### config.mk
export PLATFORM = sky130hd
export DESIGN_NAME = front_panel_conditioner
export DESIGN_NICKNAME = d
export VERILOG_FILES = /design/src/rtl/front_panel_pkg.sv /design/src/rtl/front_panel_conditioner_debounce_cell.sv /design/src/rtl/front_panel_conditioner.sv
export SDC_FILE = /design/constraint.sdc
export NUM_CORES = 1
export LEC_CHECK = 0
export CAP_MARGIN = 20
export CORE_MARGIN = 10
export CORE_UTILIZATION = 62
export DETAILED_ROUTE_END_ITERATION = 7
export PLACE_DENSITY = 0.89
export SYNTH_ARGS = -nofsm -noshare
export SYNTH_HDL_FRONTEND = slang
export SYNTH_SLANG_ARGS = --single-unit
### constraint.sdc
create_clock -name clk -period 4.2 [get_ports clk]
set_clock_uncertainty 0.1 [all_clocks]
set_input_delay 0.84 -clock clk [delete_from_list [all_inputs] [get_ports clk]]
set_output_delay 0.84 -clock clk [all_outputs]
set_load 0.01 [all_outputs]
### src/rtl/front_panel_pkg.sv
// Shared types and constants for the front-panel input conditioner.
package front_panel_pkg;

   localparam int unsigned NUM_KEYS            = 10;
   localparam int unsigned NUM_SW              = 4;
   localparam int unsigned NUM_IN              = NUM_KEYS + NUM_SW;
   localparam int unsigned DEF_DEBOUNCE_CYCLES = 50000;
   localparam int unsigned POP_W               = $clog2(NUM_KEYS + 1);

   typedef enum logic [1:0] {
      IDLE    = 2'd0,
      PRESSED = 2'd1,
      LOCKED  = 2'd2
   } key_state_t;

   // Number of keys currently asserted in a debounced key vector.
   function automatic logic [POP_W-1:0] popcount(input logic [NUM_KEYS-1:0] v);
      logic [POP_W-1:0] n;
      n = '0;
      for (int i = 0; i < NUM_KEYS; i++) begin
         n = n + POP_W'(v[i]);
      end
      return n;
   endfunction

endpackage

### src/rtl/front_panel_conditioner_debounce_cell.sv
// Two-flop synchroniser followed by a restart-on-mismatch debounce counter.
module debounce_cell
   import front_panel_pkg::*;
#(
   parameter int unsigned DEBOUNCE_CYCLES = DEF_DEBOUNCE_CYCLES,
   parameter int unsigned CNT_W           = $clog2(DEBOUNCE_CYCLES),
   parameter logic        RST_VAL         = 1'b0
) (
   input  logic clk,
   input  logic resetn,
   input  logic raw,
   output logic stable
);

   logic             sync1;
   logic             sync2;
   logic [CNT_W-1:0] cnt;

   // Bring the asynchronous raw level into the clk domain.
   always_ff @(posedge clk or negedge resetn) begin
      if (!resetn) begin
         sync1 <= RST_VAL;
         sync2 <= RST_VAL;
      end else begin
         sync1 <= raw;
         sync2 <= sync1;
      end
   end

   // Flip the stable level only after DEBOUNCE_CYCLES consecutive mismatching samples.
   always_ff @(posedge clk or negedge resetn) begin
      if (!resetn) begin
         stable <= RST_VAL;
         cnt    <= '0;
      end else if (sync2 == stable) begin
         cnt <= '0;
      end else if (cnt == CNT_W'(DEBOUNCE_CYCLES - 1)) begin
         stable <= sync2;
         cnt    <= '0;
      end else begin
         cnt <= cnt + CNT_W'(1);
      end
   end

endmodule

### src/rtl/front_panel_conditioner.sv
// Synchronises, debounces and validates front-panel keys and switches for the controller.
module front_panel_conditioner
   import front_panel_pkg::*;
#(
   parameter int unsigned DEBOUNCE_CYCLES = DEF_DEBOUNCE_CYCLES,
   parameter int unsigned CNT_W           = $clog2(DEBOUNCE_CYCLES)
) (
   input  logic                clk,
   input  logic                resetn,
   input  logic [NUM_KEYS-1:0] key_raw,
   input  logic                start_raw,
   input  logic                stop_raw,
   input  logic                clear_raw,
   input  logic                door_raw,
   output logic [NUM_KEYS-1:0] keyboard,
   output logic                key_strobe,
   output logic                startn,
   output logic                stopn,
   output logic                clearn,
   output logic                door_closed
);

   logic [NUM_IN-1:0]   raw_all;
   logic [NUM_IN-1:0]   stable_all;
   logic [NUM_KEYS-1:0] kd;
   logic [POP_W-1:0]    kd_count;

   key_state_t          state_q;
   key_state_t          state_d;
   logic [NUM_KEYS-1:0] keyboard_d;
   logic                key_strobe_d;

   assign raw_all  = {door_raw, clear_raw, stop_raw, start_raw, key_raw};
   assign kd       = stable_all[NUM_KEYS-1:0];
   assign kd_count = popcount(kd);

   // One debounce cell per raw input; all reset to 0 (door reads open).
   for (genvar i = 0; i < NUM_IN; i++) begin : g_cell
      debounce_cell #(
         .DEBOUNCE_CYCLES (DEBOUNCE_CYCLES),
         .CNT_W           (CNT_W),
         .RST_VAL         (1'b0)
      ) u_cell (
         .clk    (clk),
         .resetn (resetn),
         .raw    (raw_all[i]),
         .stable (stable_all[i])
      );
   end

   // Key FSM state and registered key outputs.
   always_ff @(posedge clk or negedge resetn) begin
      if (!resetn) begin
         state_q    <= IDLE;
         keyboard   <= '0;
         key_strobe <= 1'b0;
      end else begin
         state_q    <= state_d;
         keyboard   <= keyboard_d;
         key_strobe <= key_strobe_d;
      end
   end

   // Key FSM: accept a single key, lock out on rollover until full release.
   always_comb begin
      state_d      = state_q;
      keyboard_d   = '0;
      key_strobe_d = 1'b0;
      unique case (state_q)
         IDLE: begin
            if (kd_count == POP_W'(1)) begin
               state_d      = PRESSED;
               keyboard_d   = kd;
               key_strobe_d = 1'b1;
            end else if (kd_count > POP_W'(1)) begin
               state_d = LOCKED;
            end
         end
         PRESSED: begin
            if (kd == keyboard) begin
               keyboard_d = keyboard;
            end else if (kd == '0) begin
               state_d = IDLE;
            end else begin
               state_d = LOCKED;
            end
         end
         LOCKED: begin
            if (kd == '0) begin
               state_d = IDLE;
            end
         end
         default: begin
            state_d = IDLE;
         end
      endcase
   end

   // Registered button and door levels; buttons are active-low toward the controller.
   always_ff @(posedge clk or negedge resetn) begin
      if (!resetn) begin
         startn      <= 1'b1;
         stopn       <= 1'b1;
         clearn      <= 1'b1;
         door_closed <= 1'b0;
      end else begin
         startn      <= ~stable_all[NUM_KEYS];
         stopn       <= ~stable_all[NUM_KEYS+1];
         clearn      <= ~stable_all[NUM_KEYS+2];
         door_closed <= stable_all[NUM_KEYS+3];
      end
   end

endmodule

Fig. 1: wiring heat map
(2 px per um) 33 x 33 tiles, from white (low) to dark blue (high), scaled to the fullest tile. Values are wire area over tile area, all layers added.
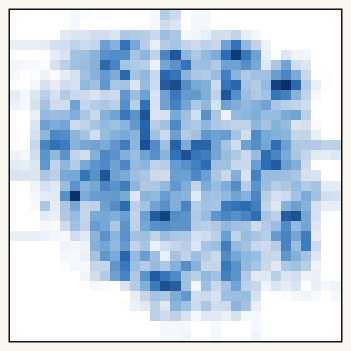
The fullest tile reaches 0.55. The emptiest ninth of the die: lower left. 27% of the tiles are nearly empty. The densest ninth of the die: center.

Fig. 2: port wiring
(3 px per um)
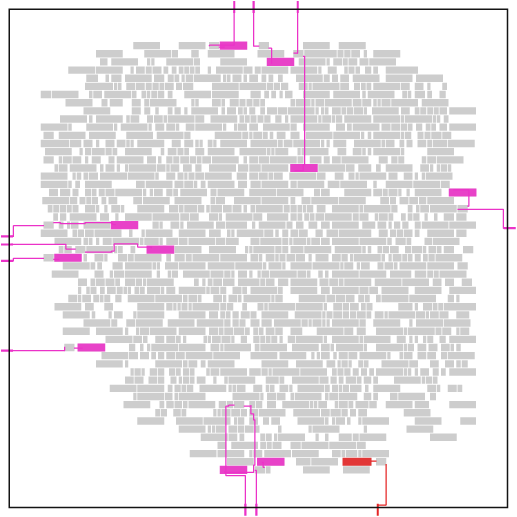
key_raw: in magenta, direction input, edge 4 left, 3 top, 2 bottom, 1 right, end cells 10, buffers 10, wire 347 um. clearn: in red, direction output, edge bottom, end cells 1, buffers 1, wire 18.4 um.

Fig. 3: track usage over the die
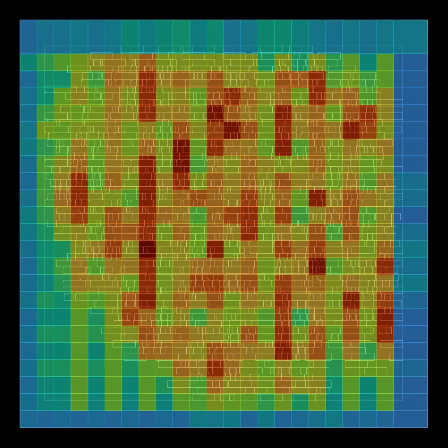
fraction of the core area covered by cells at the end of the flow: 0.706
average routed wire per standard cell: 16.6 um
GRT Total Usage: 0.193

==> results.txt <==
This memo summarizes the results of the implementation run.

Critical path
The most used cell along the critical path is sky130_fd_sc_hd__fa_1. Per the post-run analysis, buffers plus inverters along the critical path come to 3. Per STA, the worst path is made up of fa_1, inv_1, fa_1, fa_1, inv_1, ha_1, fa_1, nor4b_1, a31oi_1, nor3b_2, buf_4, a22o_1. The maximum fanout along the worst path is 7. The critical path runs through a total of 12 cells. The launch point of the worst reg-to-reg path is g_cell[0].u_cell.stable$_DFFE_PN0P_.

STA classifies the critical path endpoint as a register. The worst setup path is of the reg2reg kind. The report puts the cell count of the worst reg-to-reg path at 12. The launch point of the critical path is g_cell[0].u_cell.stable$_DFFE_PN0P_. The worst setup path is launched from a register.

For the worst setup path, the data arrival time is 4.33 ns. The largest single stage delay on the critical path is around 0.56 ns. The kind of cell adding the most delay to the critical path is adder cells. The critical path data required time is 4.58 ns. The slowest cell on the critical path is sky130_fd_sc_hd__fa_1.

Final layout
The cell area after layout is approximately 0.015 mm2. The count of nets after finishing is ~1300. The number of inserted diodes is 0. The most common logic cell in the final layout is sky130_fd_sc_hd__dfrtp_1.

After the flow finishes, the layout carries non-filler instances totaling 1573. In the layout the commonest cells are sky130_fd_sc_hd__dfrtp_1 (280), sky130_fd_sc_hd__nor2_1 (183), sky130_fd_sc_hd__xor2_1 (116), sky130_fd_sc_hd__nand4_1 (87), sky130_fd_sc_hd__nand3_1 (77). Of the cells placed in the final design, the portion with a size suffix greater than 1 is 0.0686. The layout has 1401 filler cells. In this run the layout overhead on the synthesized area is reported as 12.6%.

Synth
The share of synthesized area in the top cell type comes to 0.533. Synthesis produced a netlist whose cell count is 1233. In this run, the synthesized area fraction spent on AND-OR/OR-AND gates is recorded as 0.0354.

The number of warning messages in the yosys log is 0. The biggest area consumer among synthesized cells is sky130_fd_sc_hd__dfrtp_1. The mean area per synthesized cell is roughly 11 um2. The cell total in the yosys stat output is 1233.

The register bit count reported by yosys is 283. The count of flip-flops with a built-in enable after synthesis is 0. Per the synthesis report, the adder-cell share of the synthesized area is 0.0253. The count of different cell masters after synthesis is 42. Grouping non-sequential cells by family puts the most area in simple AND/OR/NAND/NOR gates. The cell area after technology mapping is 0.0131 mm2. The fraction of the yosys area taken by sequential cells is 0.539.

The portion of synthesized area spent on multiplexers is 0.0120. Of the total synthesized cell area, the portion taken by XOR and XNOR cells is 0.125. The number of nets produced by synthesis is between 1000 and 1500. Yosys attributes the largest share of cell area to sky130_fd_sc_hd__dfrtp_1 (53%), sky130_fd_sc_hd__xor2_1 (7.7%), sky130_fd_sc_hd__nor2_1 (5.2%). In the synthesized netlist the dominant register cell turns out to be sky130_fd_sc_hd__dfrtp_1. Post-synthesis, Yosys gives the total cell area as 0.0131 mm2. Of the total synthesized cell area, the portion taken by AND, OR, NAND and NOR gates is 0.249. Of all flip-flops after synthesis, the portion carrying an async set or reset was 1.00.

CTS
The number of buffers created by CTS is 29. The TritonCTS clock tree is yes. The buffer cell driving the clock tree root is sky130_fd_sc_hd__clkbuf_16.

In this run, post-CTS repair resized a total of 0 instances. As reported, the later end of the worst-skew pair has a clock insertion delay of between 0.5 and 0.6 ns. The maximum number of buffers from clock root to sink is 3. The clock slew at the register clock pins of the worst setup and hold paths is 0.06 ns. The post-cts hold-fix buffer tally is 0. The post-CTS setup buffer count is 0.

The number of H-tree levels is 1. The total clock sinks is 283.

Power
The completed layout was analyzed and its total power is 5.67 mW. The cell leakage power is 6.37 nW. The peak ir drop on the vdd network is 0.315 mV.

The power density over the cells is 384 mW/mm2.

Route
TritonRoute reported its final design rule violation total as 0. The tally of nets with antenna violations remaining after routing is 0. The detailed router placed 9422 vias in this run.

In this run, the number of DRC markers left after iteration 0 of detailed routing was 630. The first TritonRoute pass finished after 5 iterations. For this block, the routed nets add up to 26.1 mm of wire. The routed via count divided by cell count is 5.99.

Run
The max-cap check violation count is 0. The logs give a warning total of 29.

Final timing
Across all checked pins, the minimum headroom to the slew limit is 0.432. The worst hold slack after final layout is 0.235 ns. The setup TNS is 0 ns.

The post-route clock period utilization is 0.939. Setup repair after global routing left no endpoint under its margin. Setup violations remaining at the end of the flow were counted as 0. The transition time at the pin with the least slew margin is 0.851 ns. The critical path in the final layout is reported with a setup slack of 0.255 ns.

For the finished layout, the period the worst path requires is 3.95 ns. The highest clock frequency the design can meet is ~250 MHz. For reference, the final report shows the hold violation count at 0. The final timing report lists a max-slew violation count of 0.

Global routing
The layer carrying the most global-route usage is met2. Global routing finished with a remaining overflow of 0. The first global-routing pass estimated 44.6 mm of wire.

Entering global routing, the biggest net connects 115 pins. The fraction of met2 tracks used by global routing is 0.330. The initial antenna violation count is 0.

The met1 track demand over resource is 0.247. The routing usage on met3 is 0.0290. The number of global-route vias before repair came to 9454.

Placed design
For this run the detailed placement stage logged an HPWL of 17.0 mm. The placer's final routability congestion estimate is 0.867. The cell count after placement is ~1500. Prior to clock tree synthesis, the placed netlist has a worst setup slack of 0.304 ns.

The placement report lists the number of port buffers as 30. The standard cell area after detailed placement is 0.0138 mm2.

Die
The floorplan step set the die width to around 170 um. The number of rows in the core area is 53. According to the floorplan report, the placeable core area is around 0.021 mm2.

The total die size is 0.0274 mm2. The floorplan core density is 0.627. 31 I/O pins were placed. The die height is between 150 and 200 um.

Run status
The run finished with clean final reports.

Min path
The class of the most critical hold timing path is in2async.
Fig. 4: gate-type map
(2 px per um)
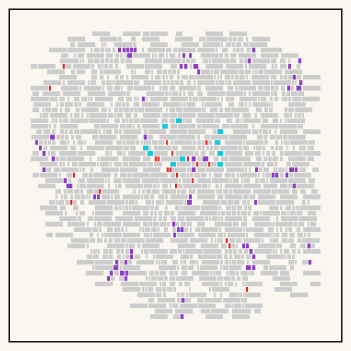
AND-OR and OR-AND gates: in cyan, cells 10, where center. inverters: in red, cells 21. inverting AOI/OAI gates: in purple, cells 69, where all over the die.

Fig. 5: clock wires, drivers and flops
(3 px per um)
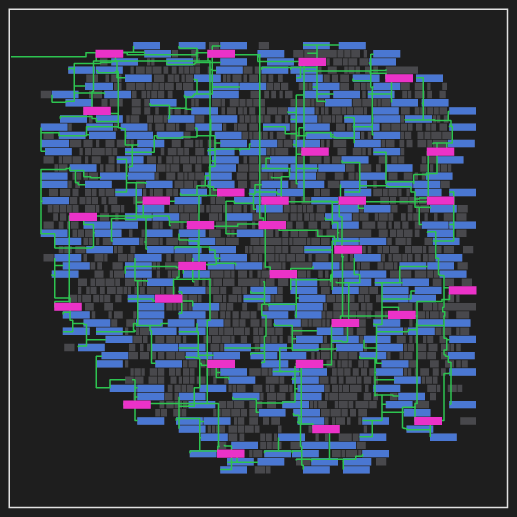
flip-flops: in blue, count 283. clock wires: in green, length 3230 um. clock drivers: in magenta, count 29.
There are 30 routed clock nets. Position of the flops: all over the die.

-- metal layers --
layer	vias to the layer above	part of all wire	wire length (um)
li1	4453	-	-
met1	4706	0.44	11400
met2	199	0.50	12900
met3	64	0.038	984
met4	0	0.030	788
met5	-	0	0
-- state kept, by name, indices dropped and copies added (netlist names), 2 cells and up --
register	cells
g_cell.u_cell.sync2	14
keyboard	10
state_q	2
g_cell.u_cell.cnt	224
g_cell.u_cell.sync1	14
g_cell.u_cell.stable	14
-- layout make-up --
| cell class | instances | area (um2) | area share |
|---|---|---|---|
| flip-flops and latches | 283 | 7090 | 0.479 |
| clock buffers | 37 | 816 | 0.0552 |
| repair buffers | 40 | 390 | 0.0264 |
| multi-input cells | 901 | 5870 | 0.397 |
| well taps | 275 | 344 | 0.0233 |
| clock inverters | 16 | 204 | 0.0138 |
| inverters | 21 | 78.8 | 0.00533 |
-- synthesized netlist by cell type, drive strengths merged (7+ instances only) --
master	number
nand3	80
nor2b	7
nor2	183
dfrtp	280
and3	38
nor4b	20
or4	9
and4	29
nor3	19
nor4bb	15
xnor2	71
nand4	87
xor2	116
o21ai	23
a22o	10
nor4	10
a21oi	33
o31ai	9
or3	25
clkbuf	25
mux2	14
nand2	54
ha	17
and2	10
inv	21
-- kinds of logic (layout without fill, tap and decap cells) --
group                      Yosys count  count (layout)
adders and majority gates           23              23
buffers and inverters               49             114
xor gates and xnor gates           187             187
DFF                                283             283
muxes                               14              14
AOI/OAI and AO/OA                   79              79
and+or+nand+nor                    598             598
-- worst register-to-register path: stages (launching register included) --
cell,delay [ns]
sky130_fd_sc_hd__dfrtp_1,0.47
sky130_fd_sc_hd__fa_1,0.56
sky130_fd_sc_hd__inv_1,0.05
sky130_fd_sc_hd__fa_1,0.48
sky130_fd_sc_hd__fa_1,0.50
sky130_fd_sc_hd__inv_1,0.04
sky130_fd_sc_hd__ha_1,0.21
sky130_fd_sc_hd__fa_1,0.48
sky130_fd_sc_hd__nor4b_1,0.30
sky130_fd_sc_hd__a31oi_1,0.10
sky130_fd_sc_hd__nor3b_2,0.24
sky130_fd_sc_hd__buf_4,0.19
sky130_fd_sc_hd__a22o_1,0.15
-- report_power, final --
| part | switching (mW) | leakage, nW | internal [mW] |
|---|---|---|---|
| sequential | 0.0433 | 3.84 | 2.77 |
| combinational | 0.113 | 2.03 | 0.0519 |
| clock | 1.07 | 0.501 | 1.62 |
| total | 1.23 | 6.37 | 4.45 |
-- worst paths after layout --
path                                                      end  slack [ns]
hold reg to reg              g_cell[6].u_cell.sync2$_DFF_PN0_        0.24
min in group clk             g_cell[6].u_cell.sync2$_DFF_PN0_        0.24
hold / removal             g_cell[13].u_cell.cnt[9]$_DFF_PN0_        0.23
max in group asynchronous                     stopn$_DFF_PN1_        2.76
setup reg to reg                      keyboard[7]$_DFFE_PN0P_        0.25
setup / recovery                      keyboard[7]$_DFFE_PN0P_        0.25
No activity file was given, so power comes from the tool's default toggle rates.
